File: src/rtl/tube_pkg.sv
`default_nettype none
// ============================================================================
// Module      : tube_pkg
// Description : Shared types and helpers for the tube writeback buffer.
// Revision    : 1.0  initial release
// ============================================================================
package tube_pkg;

    // Storage fields are sized for the widest supported configuration.
    // Each instance zero-extends on write and truncates on read.
    localparam int TUBE_MAX_REG_WIDTH = 64;
    localparam int TUBE_MAX_RD_WIDTH  = 16;

    typedef struct packed {
        logic [TUBE_MAX_RD_WIDTH-1:0]  rd;
        logic [TUBE_MAX_REG_WIDTH-1:0] data;
    } tube_entry_t;

    // One extra pointer bit distinguishes a full buffer from an empty one.
    function automatic int tube_ptr_width(input int depth);
        return $clog2(depth) + 1;
    endfunction

endpackage
`default_nettype wire

File: src/rtl/tube_wb.sv
`default_nettype none
// ============================================================================
// Module      : tube_wb
// Description : In-order result tracking and writeback buffer for a
//               fixed-order pipelined execution tube. Optional busy
//               scoreboard output is enabled by TUBE_WB_SCOREBOARD_EN.
// Revision    : 1.0  initial release
// ============================================================================
module tube_wb
    import tube_pkg::*;
#(
    parameter int REG_WIDTH = 32,
    parameter int RD_WIDTH  = 5,
    parameter int DEPTH     = 4
) (
    input  logic                    clk,
    input  logic                    rst,
    input  logic                    issue_valid,
    input  logic [RD_WIDTH-1:0]     issue_rd,
    output logic                    issue_ready,
    output logic                    tube_valid,
    input  logic                    res_valid,
    input  logic [REG_WIDTH-1:0]    res_data,
    output logic                    wb_valid,
    output logic [RD_WIDTH-1:0]     wb_rd,
    output logic [REG_WIDTH-1:0]    wb_data,
    input  logic                    wb_ready,
`ifdef TUBE_WB_SCOREBOARD_EN
    output logic [2**RD_WIDTH-1:0]  busy,
`endif
    output logic                    err
);

    localparam int                 c_ptr_w = tube_ptr_width(DEPTH);
    localparam int                 c_idx_w = c_ptr_w - 1;
    localparam logic [c_ptr_w-1:0] c_depth = c_ptr_w'(DEPTH);
    localparam logic [c_ptr_w-1:0] c_one   = c_ptr_w'(1);

    logic [c_ptr_w-1:0] r_alloc;
    logic [c_ptr_w-1:0] r_fill;
    logic [c_ptr_w-1:0] r_retire;
    logic               r_err;
    tube_entry_t        r_mem [DEPTH];

    logic [c_ptr_w-1:0] w_occupancy;
    logic               w_issue_fire;
    logic               w_res_take;
    logic               w_res_spurious;
    logic               w_retire_fire;
    logic [c_idx_w-1:0] w_alloc_idx;
    logic [c_idx_w-1:0] w_fill_idx;
    logic [c_idx_w-1:0] w_retire_idx;

    assign w_alloc_idx  = r_alloc[c_idx_w-1:0];
    assign w_fill_idx   = r_fill[c_idx_w-1:0];
    assign w_retire_idx = r_retire[c_idx_w-1:0];

    // Occupancy counts every slot from allocation until retirement, so a
    // result can never arrive without a free slot already reserved for it.
    assign w_occupancy    = r_alloc - r_retire;
    assign issue_ready    = (w_occupancy != c_depth);
    assign tube_valid     = issue_valid & issue_ready;
    assign w_issue_fire   = tube_valid;
    assign w_res_take     = res_valid & (r_fill != r_alloc);
    assign w_res_spurious = res_valid & (r_fill == r_alloc);
    assign wb_valid       = (r_fill != r_retire);
    assign w_retire_fire  = wb_valid & wb_ready;

    assign wb_rd   = RD_WIDTH'(r_mem[w_retire_idx].rd);
    assign wb_data = REG_WIDTH'(r_mem[w_retire_idx].data);
    assign err     = r_err;

    always_ff @(posedge clk) begin
        if (rst) begin
            r_alloc  <= '0;
            r_fill   <= '0;
            r_retire <= '0;
            r_err    <= 1'b0;
        end else begin
            if (w_issue_fire) begin
                r_alloc <= r_alloc + c_one;
            end
            if (w_res_take) begin
                r_fill <= r_fill + c_one;
            end
            if (w_retire_fire) begin
                r_retire <= r_retire + c_one;
            end
            if (w_res_spurious) begin
                r_err <= 1'b1;
            end
        end
    end

    // Entry storage is not reset; the pointers alone define what is live.
    always_ff @(posedge clk) begin
        if (w_issue_fire) begin
            r_mem[w_alloc_idx].rd <= TUBE_MAX_RD_WIDTH'(issue_rd);
        end
        if (w_res_take) begin
            r_mem[w_fill_idx].data <= TUBE_MAX_REG_WIDTH'(res_data);
        end
    end

`ifdef TUBE_WB_SCOREBOARD_EN
    // A slot is live when its distance past retire is below the occupancy.
    always_comb begin
        busy = '0;
        for (int j = 0; j < DEPTH; j++) begin
            logic [c_idx_w-1:0] w_off;
            w_off = c_idx_w'(j) - w_retire_idx;
            if ({1'b0, w_off} < w_occupancy) begin
                busy[RD_WIDTH'(r_mem[j].rd)] = 1'b1;
            end
        end
    end
`endif

endmodule
`default_nettype wire
File: config.mk
export PLATFORM = sky130hd
export DESIGN_NAME = tube_wb
export DESIGN_NICKNAME = d
export VERILOG_FILES = /design/src/rtl/tube_pkg.sv /design/src/rtl/tube_wb.sv
export SDC_FILE = /design/constraint.sdc
export NUM_CORES = 1
export LEC_CHECK = 0
export CAP_MARGIN = 20
export CORE_MARGIN = 2
export CORE_UTILIZATION = 50
export CTS_BUF_LIST = sky130_fd_sc_hd__clkbuf_2
export DETAILED_ROUTE_END_ITERATION = 10
export PLACE_DENSITY = 0.84
export SLEW_MARGIN = 20
export SYNTH_ARGS = -nofsm -noshare
export SYNTH_HDL_FRONTEND = slang
export SYNTH_SLANG_ARGS = --single-unit
File: constraint.sdc
create_clock -name clk -period 4.3 [get_ports clk]
set_input_delay 1.075 -clock clk [delete_from_list [all_inputs] [get_ports clk]]
set_output_delay 1.075 -clock clk [all_outputs]
set_load 0.01 [all_outputs]
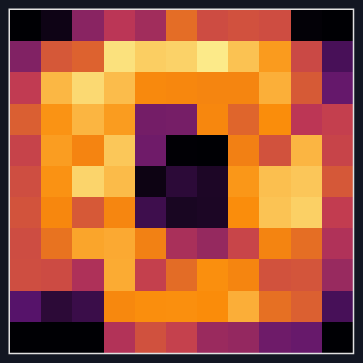
**Above:** placement density heat map.
Drawn at 3 px/um. The die is cut into 11 by 11 equal tiles; black is low, pale yellow is high, 0 to 100% covered.
mean over tiles: 55%
emptiest ninth of the die: middle
nearly empty tiles: 7.4%

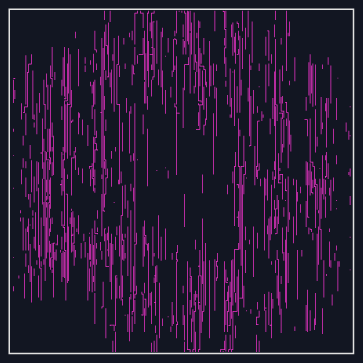
**Above:** the metal 2 layer.
Drawn at 3 px/um.
main direction: vertical
share of all routed wire: 51%
wire length on this layer: 5230 um

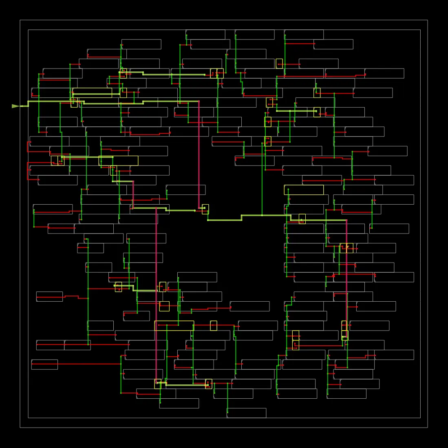
**Above:** clock wiring as the flow saved it.
P_clk: 869 uW
Inserted Clock Buffers: 17
sequential cells: 160
Late-Pin Clk Latency: 0.71 ns
clock buffer count: 24

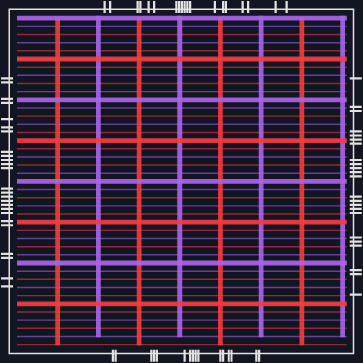
**Above:** power grid.
Drawn at 3 px/um. Pins as bars on the die edge.
legend:
  red:
    net: VSS
  purple:
    net: VDD
met1 rails: 41
met5 straps: 8
rows: 40
met4 straps: 8
signal pins: 83

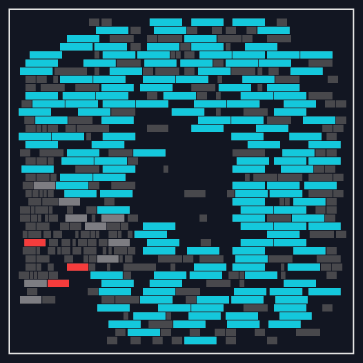
**Above:** sequential cells coloured by netlist name.
Drawn at 3 px/um.
legend:
  cyan:
    name_in_the_netlist: r_mem
    sequential_cells: 148
    where: widely spread
  red:
    name_in_the_netlist: r_retire
    sequential_cells: 3

==> flow_summary.yaml <==
# physical design summary
clock_tree:
  post_cts_resized: 0
  cts_buffer_depth: 2
  path_clk_slew_ns: 0.21
  cts_root_buffer: "clkbuf_2"
  cts_sinks: 160
  ctsHtreeMaxLevel: 4
  cts_tree: "done"
  postCtsHoldBufs: 0
  post_cts_buffers: 0
sta:
  period_used_pct: 92.32
  max-slew-margin-rel_pct: 39.81
  finClkSkew_ns: 0.05026
  hold_viol_final: 0
  whs_ns: 0.5261
  tightest_slew_ns: 0.9029
  maxSlewViolCount: 0
  setup_viol: 0
  tns_ns: 0
  max_freq_ghz: 0.2519
  period_minus_slack_ns: 3.970
  worst_slack_ns: 0.3304
  rsz0062_at_grt: "false"
cells_and_area:
  final_area_um2: 7358
  final_cells: 530
  layout-drive-gt1-share_pct: 20.63
  diodes: 0
  lay_top_count: "edfxtp_1"
  logic_area_um2: 1324
  fin_nets: 423
  area_delta_synth_final_pct: 21.06
  final_cell_mix: "edfxtp_1, clkdlybuf4s50_1, mux4_2, clkbuf_2"
  num-fill-cells: 845
  post-route-util_pct: 61.52
  seq_area_um2: 4687
synthesis:
  netlist_instances: 274
  yosysChipArea_um2: 6078
  yosys_cells: 274
  fp_nets: 327
  synth_flops: 160
  flop_cell: "edfxtp_1"
  ys_types: 27
  edf_count: 148
  synth_area_um2: 6078
  async_flop_share_pct: 0
  yosysSeqAreaShare_pct: 77.07
  syn-mean-instance-area_um2: 22.18
  synth_warnings: 0
power:
  comb_power_share_pct: 30.7
  internal_power_uw: 3043
  powerComb_uw: 1280
  clkPwrFrac_pct: 20.9
  powerSeq_uw: 2010
  total_power_uw: 4157
  pwr-share-seq_pct: 48.4
  p_sw_uw: 1114
  sw_frac_of_total_pct: 26.80
  power_leader: "registers"
  p_per_area_nw_per_um2: 564.9
  leakagePower_uw: 0.002441
  peakVddDrop_uv: 370.2
setup_path:
  crit_type: "reg -> out"
  cp_data_required_time_ns: 3.22
  critPathMaxFanout: 6
  cp-end-kind: "output pin"
  crit_path_start_kind: "flip-flop"
  crit_arrival_ns: 2.89
  reg2regPathDepth: 4
global_route:
  grt_pass1_wl_um: 15880
  globalRouteTotalUtil_pct: 17.04
  grt-ovfl-total: 0
  grt_max_degree: 33
  grt_pass1_vias: 3085
  antenna_found_initial: 0
status:
  status: "complete, no violations"
route:
  wl_per_cell_um: 19.42
  num_vias: 2872
  drcViolationCount: 0
  drt_iter0_markers: 183
  ant_nets: 0
  viasPerCell: 5.419
  totalWireLength_um: 10290
  drt_pass1_iterations: 4
floorplan:
  fp_util_pct: 50.82
  rows: 40
  num_io_pins: 83
  chipArea_um2: 13050
  die_width_um: 114.3
  core_um2: 11960
  die_y_um: 114.3
place:
  place_congestion: 0.7615
  dpl.hpwl_um: 6413
  post-place-ws_ns: 0.6898
  dpl_cell_area_um2: 7097
  place_inst: 498
  numPortBuffers: 82
job:
  warnings: 32
  cap_violations: 0
min_path:
  hold_depth: 2
  hold_class: "reg -> reg"
-- registers in the layout, summed over array words and instances (netlist names), named ones only --
signal / cells
r_retire: 3
r_mem: 148
err: 1
r_alloc: 3
r_fill: 3
-- path summary, 6_finish.rpt --
kind	from	to	slack [ns]
max	r_alloc[0]	tube_valid	0.33
min	err	err	0.53
max reg2reg	r_alloc[1]	r_mem[2][8]	2.03
min reg2reg	err	err	0.53
-- final cells by class --
cell class	instances	share of cell area, %
Sequential cell	160	63.70
Clock inverter	8	1.921
Timing Repair Buffer	86	11.90
Multi-Input combinational cell	98	17.99
Clock buffer	24	1.632
Tap cell	147	2.500
Inverter	7	0.3571
-- critical path, cell delays in order, from the launching register on --
cell and delay, ns:
dfxtp_1 0.50, inv_1 0.13, ha_1 0.21, and2b_1 0.16, xnor2_1 0.17, a31oi_2 0.40, clkdlybuf4s50_1 0.62
-- kinds of logic (layout without fill, tap and decap cells) --
family          Yosys count  in the layout  synth area share (%)
flops                   160            160                 77.07
compound gates            7              7                0.9262
xor+xnor                 12             12                 1.729
buf+inv                  16            125                 1.214
simple gates             26             26                 2.161
mux                      42             42                 14.64
fa+ha+maj                11             11                 2.264
-- synth_stat cells (2+ instances only) --
cell	instances	area share, %
edfxtp_1	148	73
o31ai_1	2	0.25
xnor2_1	3	0.43
o311ai_1	2	0.29
mux2i_1	3	0.49
nor2b_1	2	0.21
nand2b_1	2	0.21
and2_1	6	0.62
nor2_1	11	0.68
mux4_2	37	14
dfxtp_1	12	4.0
xor2_1	9	1.3
buf_4	3	0.37
inv_1	7	0.43
ha_1	11	2.3
buf_2	2	0.16
clkbuf_1	4	0.25
-- layer usage --
metal	up-vias	share of wire [%]	track usage, %
met4	0	1.3	7.398
met3	12	5.8	6.511
met2	84	51	27.62
met5	-	0	0
met1	1463	42	20.58
li1	1313	-	-
No activity file was given, so power comes from the tool's default toggle rates.
